File: config.mk
export PLATFORM = sky130hd
export DESIGN_NAME = decoder_arb_sequencer
export DESIGN_NICKNAME = d
export VERILOG_FILES = /design/src/rtl/decoder_arb_sequencer_pkg.sv /design/src/rtl/decoder_arb_sequencer_ttl_74238.sv /design/src/rtl/decoder_arb_sequencer.sv
export SDC_FILE = /design/constraint.sdc
export NUM_CORES = 1
export LEC_CHECK = 0
export CAP_MARGIN = 15
export CORE_MARGIN = 2
export CORE_UTILIZATION = 50
export CTS_CLUSTER_DIAMETER = 120
export DETAILED_ROUTE_END_ITERATION = 8
export GPL_TIMING_DRIVEN = 0
export HOLD_SLACK_MARGIN = 0.08
export PLACE_DENSITY_LB_ADDON = 0.25
export SYNTH_ARGS = -nofsm -noshare
export SYNTH_HDL_FRONTEND = slang
export SYNTH_SLANG_ARGS = --single-unit
File: constraint.sdc
create_clock -name Clk -period 3.3 [get_ports Clk]
set_input_delay 0.495 -clock Clk [delete_from_list [all_inputs] [get_ports Clk]]
set_output_delay 0.495 -clock Clk [all_outputs]
set_load 0.05 [all_outputs]
File: src/rtl/decoder_arb_sequencer_pkg.sv
// Shared types and width helpers for the decoder arbiter/sequencer.
package decoder_arb_pkg;

  typedef enum logic [1:0] {
    StIdle  = 2'd0,
    StSetup = 2'd1,
    StGrant = 2'd2,
    StGuard = 2'd3
  } arb_state_e;

  function automatic int unsigned hold_cnt_width(input int unsigned max_hold);
    return $clog2(max_hold + 1);
  endfunction

  // Guard counter runs 0..guard_cycles-1; keep at least one bit.
  function automatic int unsigned guard_cnt_width(input int unsigned guard_cycles);
    return (guard_cycles > 1) ? $clog2(guard_cycles) : 1;
  endfunction

endpackage

File: src/rtl/decoder_arb_sequencer_ttl_74238.sv
// 74238-style N-line decoder: active-high one-hot output, enabled only when E1_n=E2_n=0 and E3=1.
module ttl_74238 #(
  parameter int unsigned WIDTH_OUT  = 8,
  parameter int          DELAY_RISE = 0,
  parameter int          DELAY_FALL = 0,
  localparam int unsigned WIDTH_IN  = $clog2(WIDTH_OUT)
) (
  input  logic                 Enable1_bar,
  input  logic                 Enable2_bar,
  input  logic                 Enable3,
  input  logic [WIDTH_IN-1:0]  A,
  output logic [WIDTH_OUT-1:0] Y
);

  // Delays only shape simulation timing elsewhere; the logic itself is zero-delay.
  if (DELAY_RISE < 0 || DELAY_FALL < 0) begin : g_bad_delay
    $error("ttl_74238: DELAY_RISE/DELAY_FALL must be non-negative");
  end

  always_comb begin
    Y = '0;
    if (!Enable1_bar && !Enable2_bar && Enable3) begin
      Y[A] = 1'b1;
    end
  end

endmodule

File: src/rtl/decoder_arb_sequencer.sv
// Round-robin owner selection with break-before-make sequencing of a shared 74238 decoder.
// Optional Lock input (blocks preemption) is built when DECODER_ARB_LOCK_EN is defined.
module decoder_arb_sequencer
  import decoder_arb_pkg::*;
#(
  parameter int unsigned WIDTH_OUT    = 8,
  parameter int unsigned MAX_HOLD     = 4,
  parameter int unsigned GUARD_CYCLES = 1,
  parameter int          DELAY_RISE   = 0,
  parameter int          DELAY_FALL   = 0,
  localparam int unsigned WIDTH_IN    = $clog2(WIDTH_OUT)
) (
  input  logic                 Clk,
  input  logic                 Clear,
  input  logic [WIDTH_OUT-1:0] Request,
`ifdef DECODER_ARB_LOCK_EN
  input  logic                 Lock,
`endif
  output logic [WIDTH_IN-1:0]  A,
  output logic                 Enable1_bar,
  output logic                 Enable2_bar,
  output logic                 Enable3,
  output logic [WIDTH_OUT-1:0] Grant,
  output logic                 Grant_valid
);

  localparam int unsigned HoldW  = hold_cnt_width(MAX_HOLD);
  localparam int unsigned GuardW = guard_cnt_width(GUARD_CYCLES);

  if (WIDTH_OUT < 2 || (WIDTH_OUT & (WIDTH_OUT - 1)) != 0) begin : g_bad_width
    $error("decoder_arb_sequencer: WIDTH_OUT must be a power of 2 and at least 2");
  end
  if (MAX_HOLD < 1 || GUARD_CYCLES < 1) begin : g_bad_count
    $error("decoder_arb_sequencer: MAX_HOLD and GUARD_CYCLES must be at least 1");
  end

  arb_state_e           state_q;
  logic [WIDTH_IN-1:0]  a_q;
  logic [WIDTH_IN-1:0]  last_owner_q;
  logic [HoldW-1:0]     hold_cnt_q;
  logic [GuardW-1:0]    guard_cnt_q;
  logic                 en1_bar_q, en2_bar_q, en3_q, grant_valid_q;

  logic                 lock;
  logic [WIDTH_IN-1:0]  arb_idx;
  logic                 arb_found;
  logic [WIDTH_OUT-1:0] others;
  logic [HoldW-1:0]     hold_inc;

`ifdef DECODER_ARB_LOCK_EN
  assign lock = Lock;
`else
  assign lock = 1'b0;
`endif

  // Search upward from last_owner+1; the index wraps naturally since WIDTH_OUT is a power of 2,
  // and the previous owner itself is the final (lowest-priority) candidate.
  always_comb begin
    arb_idx   = last_owner_q;
    arb_found = 1'b0;
    for (int i = 1; i <= int'(WIDTH_OUT); i++) begin
      logic [WIDTH_IN-1:0] cand;
      cand = last_owner_q + WIDTH_IN'(i);
      if (!arb_found && Request[cand]) begin
        arb_found = 1'b1;
        arb_idx   = cand;
      end
    end
  end

  always_comb begin
    others     = Request;
    others[a_q] = 1'b0;
    hold_inc   = (hold_cnt_q == HoldW'(MAX_HOLD)) ? hold_cnt_q : hold_cnt_q + HoldW'(1);
  end

  always_ff @(posedge Clk) begin
    if (Clear) begin
      state_q       <= StIdle;
      a_q           <= '0;
      last_owner_q  <= WIDTH_IN'(WIDTH_OUT - 1);
      hold_cnt_q    <= '0;
      guard_cnt_q   <= '0;
      en1_bar_q     <= 1'b1;
      en2_bar_q     <= 1'b1;
      en3_q         <= 1'b0;
      grant_valid_q <= 1'b0;
    end else begin
      unique case (state_q)
        StIdle: begin
          if (arb_found) begin
            a_q          <= arb_idx;
            last_owner_q <= arb_idx;
            state_q      <= StSetup;
          end
        end
        StSetup: begin
          // Owner already latched; Request is not consulted here.
          hold_cnt_q    <= '0;
          en1_bar_q     <= 1'b0;
          en2_bar_q     <= 1'b0;
          en3_q         <= 1'b1;
          grant_valid_q <= 1'b1;
          state_q       <= StGrant;
        end
        StGrant: begin
          hold_cnt_q <= hold_inc;
          if (!Request[a_q] ||
              (hold_inc == HoldW'(MAX_HOLD) && (|others) && !lock)) begin
            en1_bar_q     <= 1'b1;
            en2_bar_q     <= 1'b1;
            en3_q         <= 1'b0;
            grant_valid_q <= 1'b0;
            guard_cnt_q   <= '0;
            state_q       <= StGuard;
          end
        end
        StGuard: begin
          if (guard_cnt_q == GuardW'(GUARD_CYCLES - 1)) begin
            if (arb_found) begin
              a_q          <= arb_idx;
              last_owner_q <= arb_idx;
              state_q      <= StSetup;
            end else begin
              state_q      <= StIdle;
            end
          end else begin
            guard_cnt_q <= guard_cnt_q + GuardW'(1);
          end
        end
        default: state_q <= StIdle;
      endcase
    end
  end

  assign A           = a_q;
  assign Enable1_bar = en1_bar_q;
  assign Enable2_bar = en2_bar_q;
  assign Enable3     = en3_q;
  assign Grant_valid = grant_valid_q;

  ttl_74238 #(
    .WIDTH_OUT  (WIDTH_OUT),
    .DELAY_RISE (DELAY_RISE),
    .DELAY_FALL (DELAY_FALL)
  ) u_decoder (
    .Enable1_bar (en1_bar_q),
    .Enable2_bar (en2_bar_q),
    .Enable3     (en3_q),
    .A           (a_q),
    .Y           (Grant)
  );

endmodule

The metal 1 layer:
The bar under the picture is 20 um long. Cells faint in the background.
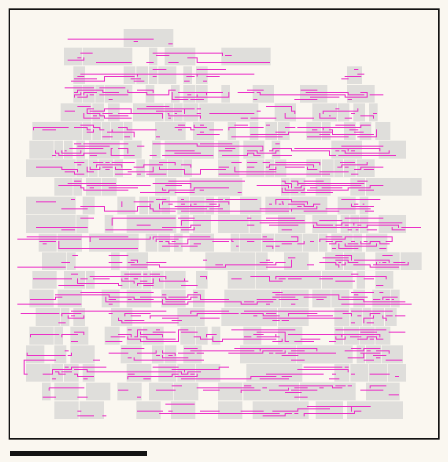
longest straight run	25.3 um
share of all routed wire	46%
met1 GRT Util: 31.2%
total wire length: 4.66 mm
Vias: 1,826

Metal 2:
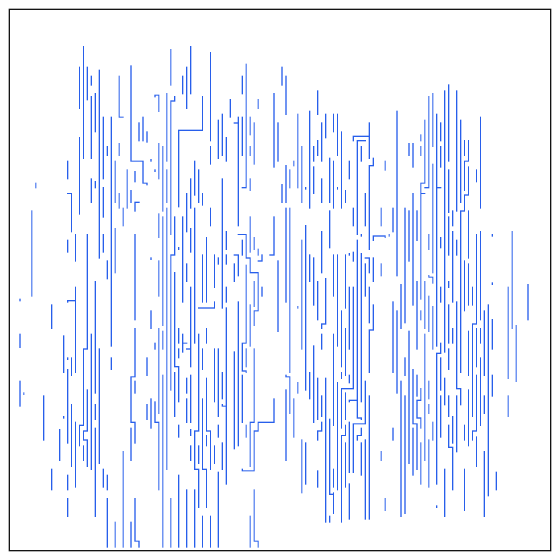
wire length on this layer	2,300 um
nets with wire on the layer	231
share of all routed wire	49%
longest straight run	30.3 um
M2 GR Usage: 40.5%

Signal wires on met3:
The bar under the picture is 20 um long.
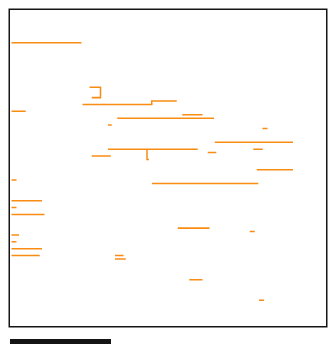
nets with wire on the layer	24
longest straight run	20.7 um
share of all routed wire	3.7%
M3 GR Usage: 2.34%

Clock routing:
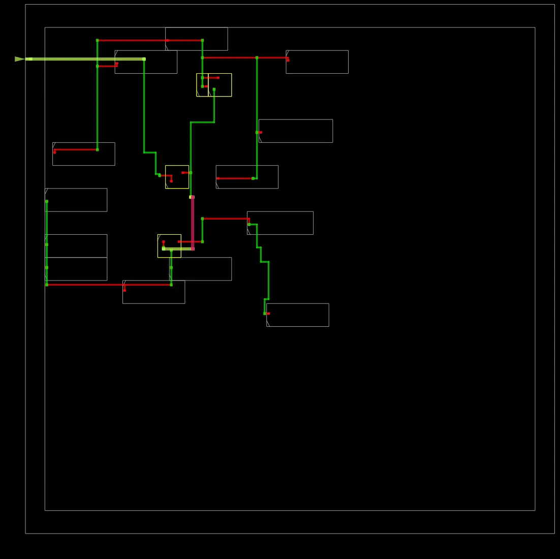
P_clk: 100 uW
clkbuf count: 4
Seq cells: 13
Setup Skew: 0.00287 ns
Num CTS Buffers: 3

Drive-strength map:
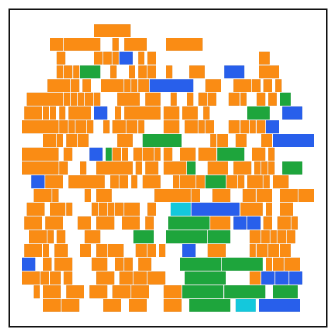
color	size	cells
orange	_0 and _1 cells	211
cyan	_6 and larger	2
blue	_3 and _4 cells	18
green	_2 cells	20
Layout area overhead: 23.8%
Plain + repair buffers: 42

==> results.toml <==
# implementation run metrics
[critical_path]
crit_path_top_delay_cell = "or4_4"
arrival_ns = 3.41
crit_path_max_incr_delay_ns = 0.53
regToRegSetupSlack_ns = 0.11
startpoint = "last_owner_q[0]"
cp-end-kind = "flop"
critPathTopFamily = "simple AND/OR/NAND/NOR gates"
r2r_cells = 12
cp-start-kind = "flop"
critical_path_depth = 12
criticalPathCategory = "flop to flop"
timing.critical_path.buf_inv = 4
reg2reg_to = "last_owner_q[1]"
cp_max_fo = 11
crit_top_cell = "buf_6"
crit_required_ns = 3.52
r2r_start = "last_owner_q[0]"
path_cells = "buf_6 -> inv_1 -> ha_1 -> clkbuf_4 -> buf_6 -> mux4_2 -> mux2i_4 -> nand2_2 -> or3_4 -> or4_4 -> a211o_1 -> nand2_1"
cp-endpoint = "last_owner_q[1]"

[placed_design]
dp.cells = 289
place_area_sq_um = 2020
dp_worst_setup_slack_ns = -0.298
port_buffers = 24
hpwl_mm = 3.35
gp_congestion = 0.830

[run]
openroad.warnings = 30
drv_cap = 0

[power]
p_sw_share_pct = 52.9
power_sequential_uw = 301
p_clk_share_pct = 4.4
leakagePower_nw = 0.773
p_comb_mw = 1.89
p_int_mw = 1.08
p_comb_share_pct = 82.5
largestPowerGroup = "combinational logic"
seqPwrFrac_pct = 13.1
power_mw = 2.29
peakVddDrop_v = 0.000621
p_per_area_nw_per_um2 = 1080
p_switching_mw = 1.21

[synth]
ys.warnings.count = 0
ys_cells = 219
ys_top_logic_family = "AND-OR/OR-AND gates"
ys_async_sr_fraction_pct = 0
top_area_cell = "dfxtp_1"
synth_top_cell_by_count = "nand2_1"
flop_cell = "dfxtp_1"
yosys-stat-area_sq_um = 1720
ys_types = 56
area_leaders = "dfxtp_1 (15%), mux4_2 (11%), a21oi_1 (5.8%)"
simple_gate_area_share_pct = 24.4
xor_share_pct = 2.55
ys_sh_mux_pct = 21.2
synth-compound-area-share_pct = 24.5
edf_count = 0
common_cells = "nand2_1 (24), a21oi_1 (20), nor2_1 (14), dfxtp_1 (13), inv_1 (12)"
postSynthCellCount = 219
synth_seq_share_pct = 15.2
syn-mean-instance-area_sq_um = 7.83
synth_area_sq_um = 1720
adder_share_pct = 5.11
synth_flop_count = 13
mappedNetlistNets = 236
top_cell_area_share_pct = 15.2

[die]
initCoreUtil_pct = 51.8
die_x_um = 62.6
boundaryPins = 25
dieArea_sq_um = 3920
rows = 21
core_area_sq_um = 3310
n_tap_cell = 46
dieHeight_um = 62.6

[final_layout]
largestClassByArea = "combinational gates"
n_antenna_cell = 0
seqCellArea_sq_um = 265
finalNetCount = 269
final_cells = 297
logic_area_sq_um = 1370
seq-cell-share_pct = 12.5
logic_gate_count = 179
most-common-layout-cells = "nand2_1 (24), clkdlybuf4s50_1 (24), a21oi_1 (20)"
fillers = 323
comb_area_share_pct = 64.4
clock_area_share_pct = 1.24
utilization_pct = 64.1
post-route-cell-area_sq_um = 2120
drive_above_1_share_pct = 15.9
nNonClkInverters = 13
buffer_area_share_pct = 16.9

[sta]
setup_ws_ns = 0.110
fin_crit_ns = 3.19
hold_viol = 0
max_freq_mhz = 314
relSlewSlack_pct = 62.8
setup_viol = 0
rsz0062_at_grt = "no"
finalCritPeriodShare_pct = 96.7
whs_ns = 0.489
slew_viol_final = 0
worstMarginPinSlew_ns = 0.558
fin_tns_setup_ns = 0

[clocking]
root_buffer = "clkbuf_4"
clk_path_buf_depth = 2
cts_resized = 7
ctsHoldBuffers = 0
cts_sinks = 13
cts_setup_buffers = 5
clk_pin_slew_worst_paths_ns = 0.08
cts_tree = "yes"
cts_max_level = 1
worstSkewPairLatency_ns = 0.27

[drt]
drt-pass1-iter-count = 4
wl_met3_um = 172
met1_length_mm = 2.13
maxUsedRoutingLayer = "met4"
avgRoutedWirePerCell_um = 15.7
drtIter0Drc = 127
vias_per_cell = 6.15
wl_met2_mm = 2.30
ant_nets = 0
drc_errors = 0

[global_routing]
grt_pass1_vias = 1653
grt_pass1_wl_mm = 7.66
grt.total_usage_pct = 23.5
top_usage_layer = "met2"
gr-total-overflow = 0
antenna_found_initial = 0
grt_max_degree = 11

[worst_hold_path]
min_to = "hold_cnt_q[1]"
hold_path_depth = 2
hold_path.class = "flop to flop"
worstHoldStart = "hold_cnt_q[1]"

[run_status]
status = "finished clean"
Power is estimated from default activity; no workload was simulated.
